<file path="src/rtl/e5_rr_arbiter_if.sv">
// Handshake bundle between the requesting blocks and the arbiter.
// master: requester side; slave: arbiter side.
interface e5_rr_arbiter_if;
    logic       en_n;
    logic [3:0] req;
    logic [3:0] gnt;
    logic [1:0] gnt_id;
    logic       gnt_vld;
    logic       timeout;

    modport master (
        output en_n,
        output req,
        input  gnt,
        input  gnt_id,
        input  gnt_vld,
        input  timeout
    );

    modport slave (
        input  en_n,
        input  req,
        output gnt,
        output gnt_id,
        output gnt_vld,
        output timeout
    );
endinterface

</file>
<file path="src/rtl/e5_rr_arbiter.sv">
// 4-requester round-robin arbiter, registered one-hot grant.
// Optional forced release after MAX_HOLD cycles: define ARB_TIMEOUT_EN.
module e5_rr_arbiter #(
    parameter int unsigned MAX_HOLD = 8,
    parameter int unsigned CNTW     = 8
) (
    input logic           clk,
    input logic           rst,
    e5_rr_arbiter_if.slave bus
);

    typedef enum logic {
        IDLE  = 1'b0,
        GRANT = 1'b1
    } state_t;

    // Reject parameter sets the hold counter cannot represent.
    if (MAX_HOLD < 2 || MAX_HOLD > 255 || MAX_HOLD >= (2 ** CNTW)) begin : g_bad_param
        $error("e5_rr_arbiter: MAX_HOLD out of range for CNTW");
    end

    state_t          state_q, state_d;
    logic [3:0]      gnt_q, gnt_d;
    logic [1:0]      gnt_id_q, gnt_id_d;
    logic [1:0]      last_id_q, last_id_d;
    logic            timeout_q, timeout_d;
    logic [CNTW-1:0] hold_cnt_q, hold_cnt_d;

    logic [1:0]      winner;
    logic [1:0]      cand;
    logic            found;
    logic            owner_req;
    logic            hold_hit;
    logic [CNTW-1:0] hold_inc;

    // 2-to-4 decode gated by the active-low enable, same as the datapath decoder.
    function automatic logic [3:0] dec2to4(input logic [1:0] sel, input logic en_n);
        logic [3:0] y;
        y = 4'b0000;
        if (!en_n) begin
            y[sel] = 1'b1;
        end
        return y;
    endfunction

    // Round-robin search starting just after the last owner.
    always_comb begin
        winner = last_id_q;
        cand   = last_id_q;
        found  = 1'b0;
        for (int k = 1; k <= 4; k++) begin
            cand = last_id_q + 2'(k);
            if (!found && bus.req[cand]) begin
                winner = cand;
                found  = 1'b1;
            end
        end
    end

    // Owner status and the saturating tenure counter.
    always_comb begin
        owner_req = bus.req[gnt_id_q];
        hold_inc  = (hold_cnt_q == '1) ? hold_cnt_q : hold_cnt_q + 1'b1;
`ifdef ARB_TIMEOUT_EN
        hold_hit  = (hold_cnt_q == CNTW'(MAX_HOLD));
`else
        hold_hit  = 1'b0;
`endif
    end

    // Next-state and registered-output logic for the IDLE/GRANT machine.
    always_comb begin
        state_d    = state_q;
        gnt_d      = gnt_q;
        gnt_id_d   = gnt_id_q;
        last_id_d  = last_id_q;
        hold_cnt_d = hold_cnt_q;
        timeout_d  = 1'b0;
        unique case (state_q)
            IDLE: begin
                gnt_d = 4'b0000;
                if (!bus.en_n && found) begin
                    state_d    = GRANT;
                    gnt_id_d   = winner;
                    last_id_d  = winner;
                    gnt_d      = dec2to4(winner, bus.en_n);
                    hold_cnt_d = CNTW'(1);
                end
            end
            GRANT: begin
                if (!owner_req || bus.en_n) begin
                    state_d    = IDLE;
                    gnt_d      = 4'b0000;
                    hold_cnt_d = '0;
                end else if (hold_hit) begin
                    state_d    = IDLE;
                    gnt_d      = 4'b0000;
                    hold_cnt_d = '0;
                    timeout_d  = 1'b1;
                end else begin
                    hold_cnt_d = hold_inc;
                end
            end
            default: begin
                state_d = IDLE;
                gnt_d   = 4'b0000;
            end
        endcase
    end

    // State register; reset points the search at requester 0.
    always_ff @(posedge clk or posedge rst) begin
        if (rst) begin
            state_q    <= IDLE;
            gnt_q      <= 4'b0000;
            gnt_id_q   <= 2'b00;
            last_id_q  <= 2'b11;
            timeout_q  <= 1'b0;
            hold_cnt_q <= '0;
        end else begin
            state_q    <= state_d;
            gnt_q      <= gnt_d;
            gnt_id_q   <= gnt_id_d;
            last_id_q  <= last_id_d;
            timeout_q  <= timeout_d;
            hold_cnt_q <= hold_cnt_d;
        end
    end

    assign bus.gnt     = gnt_q;
    assign bus.gnt_id  = gnt_id_q;
    assign bus.gnt_vld = |gnt_q;
    assign bus.timeout = timeout_q;

endmodule

</file>
<file path="src/flat_wrapper.sv">
// flat-port wrapper written by rule: the top's interface ports become plain ports
module e5_rr_arbiter_flat 
#(
    parameter int unsigned MAX_HOLD = 8,
    parameter int unsigned CNTW     = 8
)
  (clk, rst, bus_en_n, bus_req, bus_gnt, bus_gnt_id, bus_gnt_vld, bus_timeout);
  e5_rr_arbiter_if bus_i ();
  input logic clk;
  input logic rst;
  input wire logic [$bits(bus_i.en_n)-1:0] bus_en_n;
  input wire logic [$bits(bus_i.req)-1:0] bus_req;
  output wire logic [$bits(bus_i.gnt)-1:0] bus_gnt;
  output wire logic [$bits(bus_i.gnt_id)-1:0] bus_gnt_id;
  output wire logic [$bits(bus_i.gnt_vld)-1:0] bus_gnt_vld;
  output wire logic [$bits(bus_i.timeout)-1:0] bus_timeout;
  assign bus_i.en_n = bus_en_n;
  assign bus_i.req = bus_req;
  assign bus_gnt = bus_i.gnt;
  assign bus_gnt_id = bus_i.gnt_id;
  assign bus_gnt_vld = bus_i.gnt_vld;
  assign bus_timeout = bus_i.timeout;
  e5_rr_arbiter #(.MAX_HOLD(MAX_HOLD), .CNTW(CNTW)) u_core (.clk(clk), .rst(rst), .bus(bus_i));
endmodule
</file>
<file path="config.mk">
export PLATFORM = sky130hd
export DESIGN_NAME = e5_rr_arbiter_flat
export DESIGN_NICKNAME = d
export VERILOG_FILES = /design/src/rtl/e5_rr_arbiter_if.sv /design/src/rtl/e5_rr_arbiter.sv /design/src/flat_wrapper.sv
export SDC_FILE = /design/constraint.sdc
export NUM_CORES = 1
export LEC_CHECK = 0
export ABC_AREA = 1
export CORE_UTILIZATION = 53
export CTS_CLUSTER_SIZE = 16
export DETAILED_ROUTE_END_ITERATION = 8
export PLACE_DENSITY = 0.89
export SKIP_CTS_REPAIR_TIMING = 1
export SLEW_MARGIN = 20
export SYNTH_ARGS = -nofsm -noshare
export SYNTH_HDL_FRONTEND = slang
export SYNTH_SLANG_ARGS = --single-unit
</file>
<file path="constraint.sdc">
create_clock -name clk -period 4.16 [get_ports clk]
set_input_delay 0.832 -clock clk [delete_from_list [all_inputs] [get_ports clk]]
set_output_delay 0.832 -clock clk [all_outputs]
set_load 0.01 [all_outputs]
</file>
met1.png
Scale bar: 10 um.
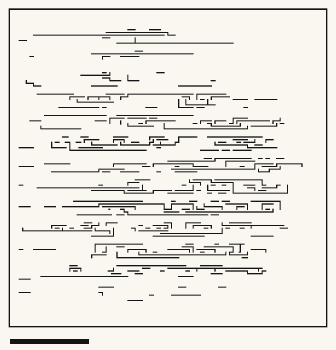
The layer holds 47% of the routed length. The longest straight run is 16.6 um. 120 nets have wire on it.
met1 Usage GRT: 0.285
total vias in the final route: 726
DRT Wirelength: 1540 um

pins.png
Pins as bars across the die edge, other pins in gray.
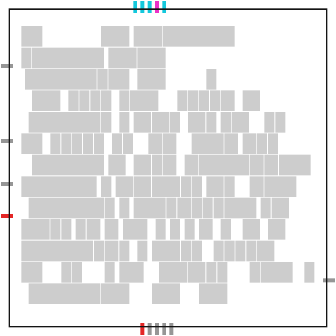
Key: bus_gnt_vld = magenta [pins 1, direction output, edge north]; bus_gnt_id = red [pins 2, direction output, edge 1 south, 1 west]; bus_gnt = cyan [pins 4, direction output, edge north]
Die Ht: 40.1 um
Die X: 40.1 um

met2.png
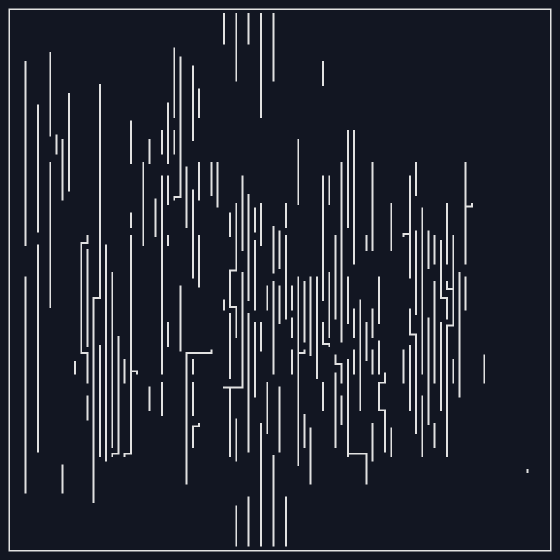
111 nets have wire on it. The wires run mostly vertical.
global routing usage on met2: 0.423

final_congestion.png
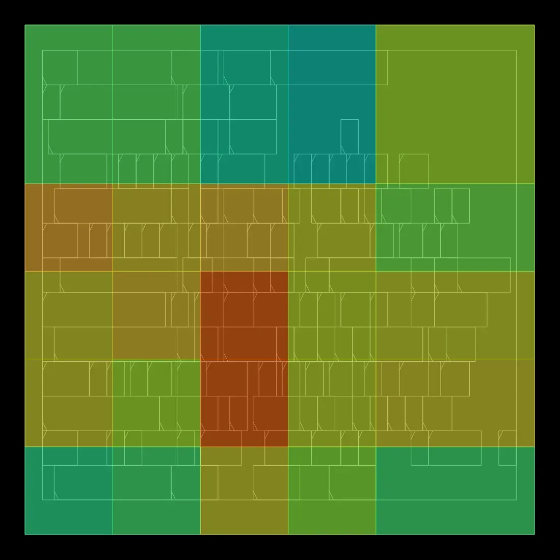
Top Usage Layer GRT: met2
met3 Use GR: 0.0444

port_nets.png
Scale bar: 10 um.
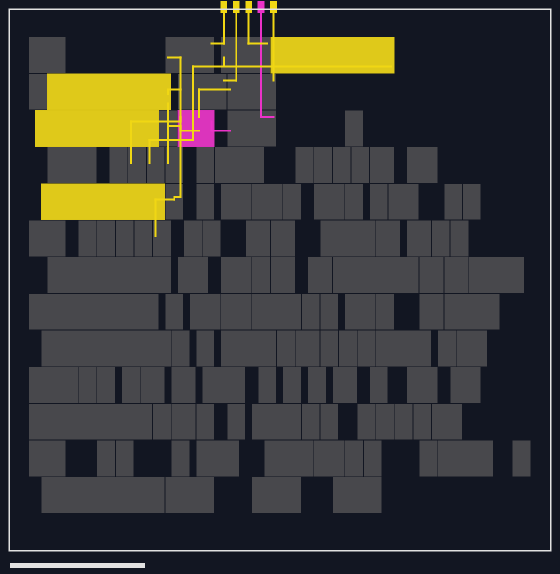
Key: bus_gnt_vld = magenta [bits 1, direction output, edge north, end cells 1, buffers 1, wire 10.6 um]; bus_gnt = yellow [bits 4, direction output, edge north, end cells 4, buffers 4, wire 79.0 um]
Port Buffer Count: 13
Ports: 15

==> results_dict.tcl <==
# flow metrics
set metrics [dict create \
    r2r_slack_ps 2430 \
    hp-class "reg -> reg" \
    clock_latency_ps 250 \
    drc_errors 0 \
    clk_pin_slew_worst_paths_ps 60 \
    critical_path.max_stage_delay_ps 510 \
    slowest_stage "or4_1" \
    cts_made_buffers 3 \
    ctsHtreeMaxLevel 1 \
    hold_viol_final 0 \
    p_clk_mw 0.0632 \
    wl_met2_um 783 \
    worstReg2RegEnd "u_core.bus.gnt_id[0]$_DFFE_PP0P_" \
    seq_share 0.246 \
    detail-route-antenna-nets 0 \
    end_kind "primary output" \
    cp_num_buf_inv 1 \
    power_leader "combinational logic" \
    antenna_found_initial 0 \
    dieArea_um2 1610 \
    critical_path.cell_chain "or4_1, clkdlybuf4s50_1" \
    finalWorstPathRequiredPeriod_ps 2460 \
    finalMaxSlewViolations 0 \
    logic_gate_count 92 \
    first_pass_iters 3 \
    crit_type "reg -> out" \
    area_delta_synth_final_pct 20.4 \
    placedCellCount 140 \
    comb_area_frac 0.506 \
    synthArstFlopShare 1.00 \
    netSwitchingFraction 0.523 \
    clock_buffers 4 \
    nWellTaps 15 \
    grtUsageTotal 0.242 \
    lay_top_count "nand2_1" \
    top_layer_used "met3" \
    grt_overflow 0 \
    p_per_area_nw_per_um2 884 \
    cts-root-buf "clkbuf_4" \
    dominant-cell-class "combinational gates" \
    final_util 0.702 \
    wl_per_cell_um 10.7 \
    p_int_mw 0.390 \
    p_leak_nw 0.496 \
    clk_share 0.0284 \
    n_all_buffers 13 \
    reg2reg_depth 11 \
    hold_depth 2 \
    synth_seq_share 0.296 \
    drive_above_1_share 0.248 \
    status "finished, final reports clean" \
    rsz0062_at_grt "false" \
    fin_ws_ps 1700 \
    hp-start "u_core.bus.gnt[3]$_DFFE_PP0P_" \
    synth_area_um2 768 \
    period_used_share 0.592 \
    path_delay_family "simple AND/OR/NAND/NOR gates" \
    fin_cells 144 \
    timing.critical_path.required_ps 3330 \
    tool_warnings 26 \
    endpoint "bus_gnt_vld" \
]
[logic make-up after synthesis]
family          share of synthesized area
flops                               0.296
compound gates                     0.0489
simple gates                        0.555
other cells                       0.00488
buf+inv                            0.0945
[synthesized netlist by cell type, types with 2 or more instances]
library cell	n	area (um2)
nand2_1	51	191
nand2_2	11	68.8
nand3_1	11	55.1
dfrtp_1	7	175
inv_1	5	18.8
nand2_4	4	45.0
dfstp_2	2	52.6
inv_2	2	7.51
inv_4	2	12.5
nor2_1	2	7.51
nor2_2	2	12.5
o21ai_0	2	10.0
o21ai_2	2	17.5
[stage by stage]
step / instance area [um2] / total power, mW
after floorplan: 768 / 0.616
after global placement: 898 / 0.736
after detailed placement: 898 / 0.750
after CTS: 925 / 0.820
after global routing: 925 / 0.892
final: 925 / 0.817
Power is estimated from default activity; no workload was simulated.
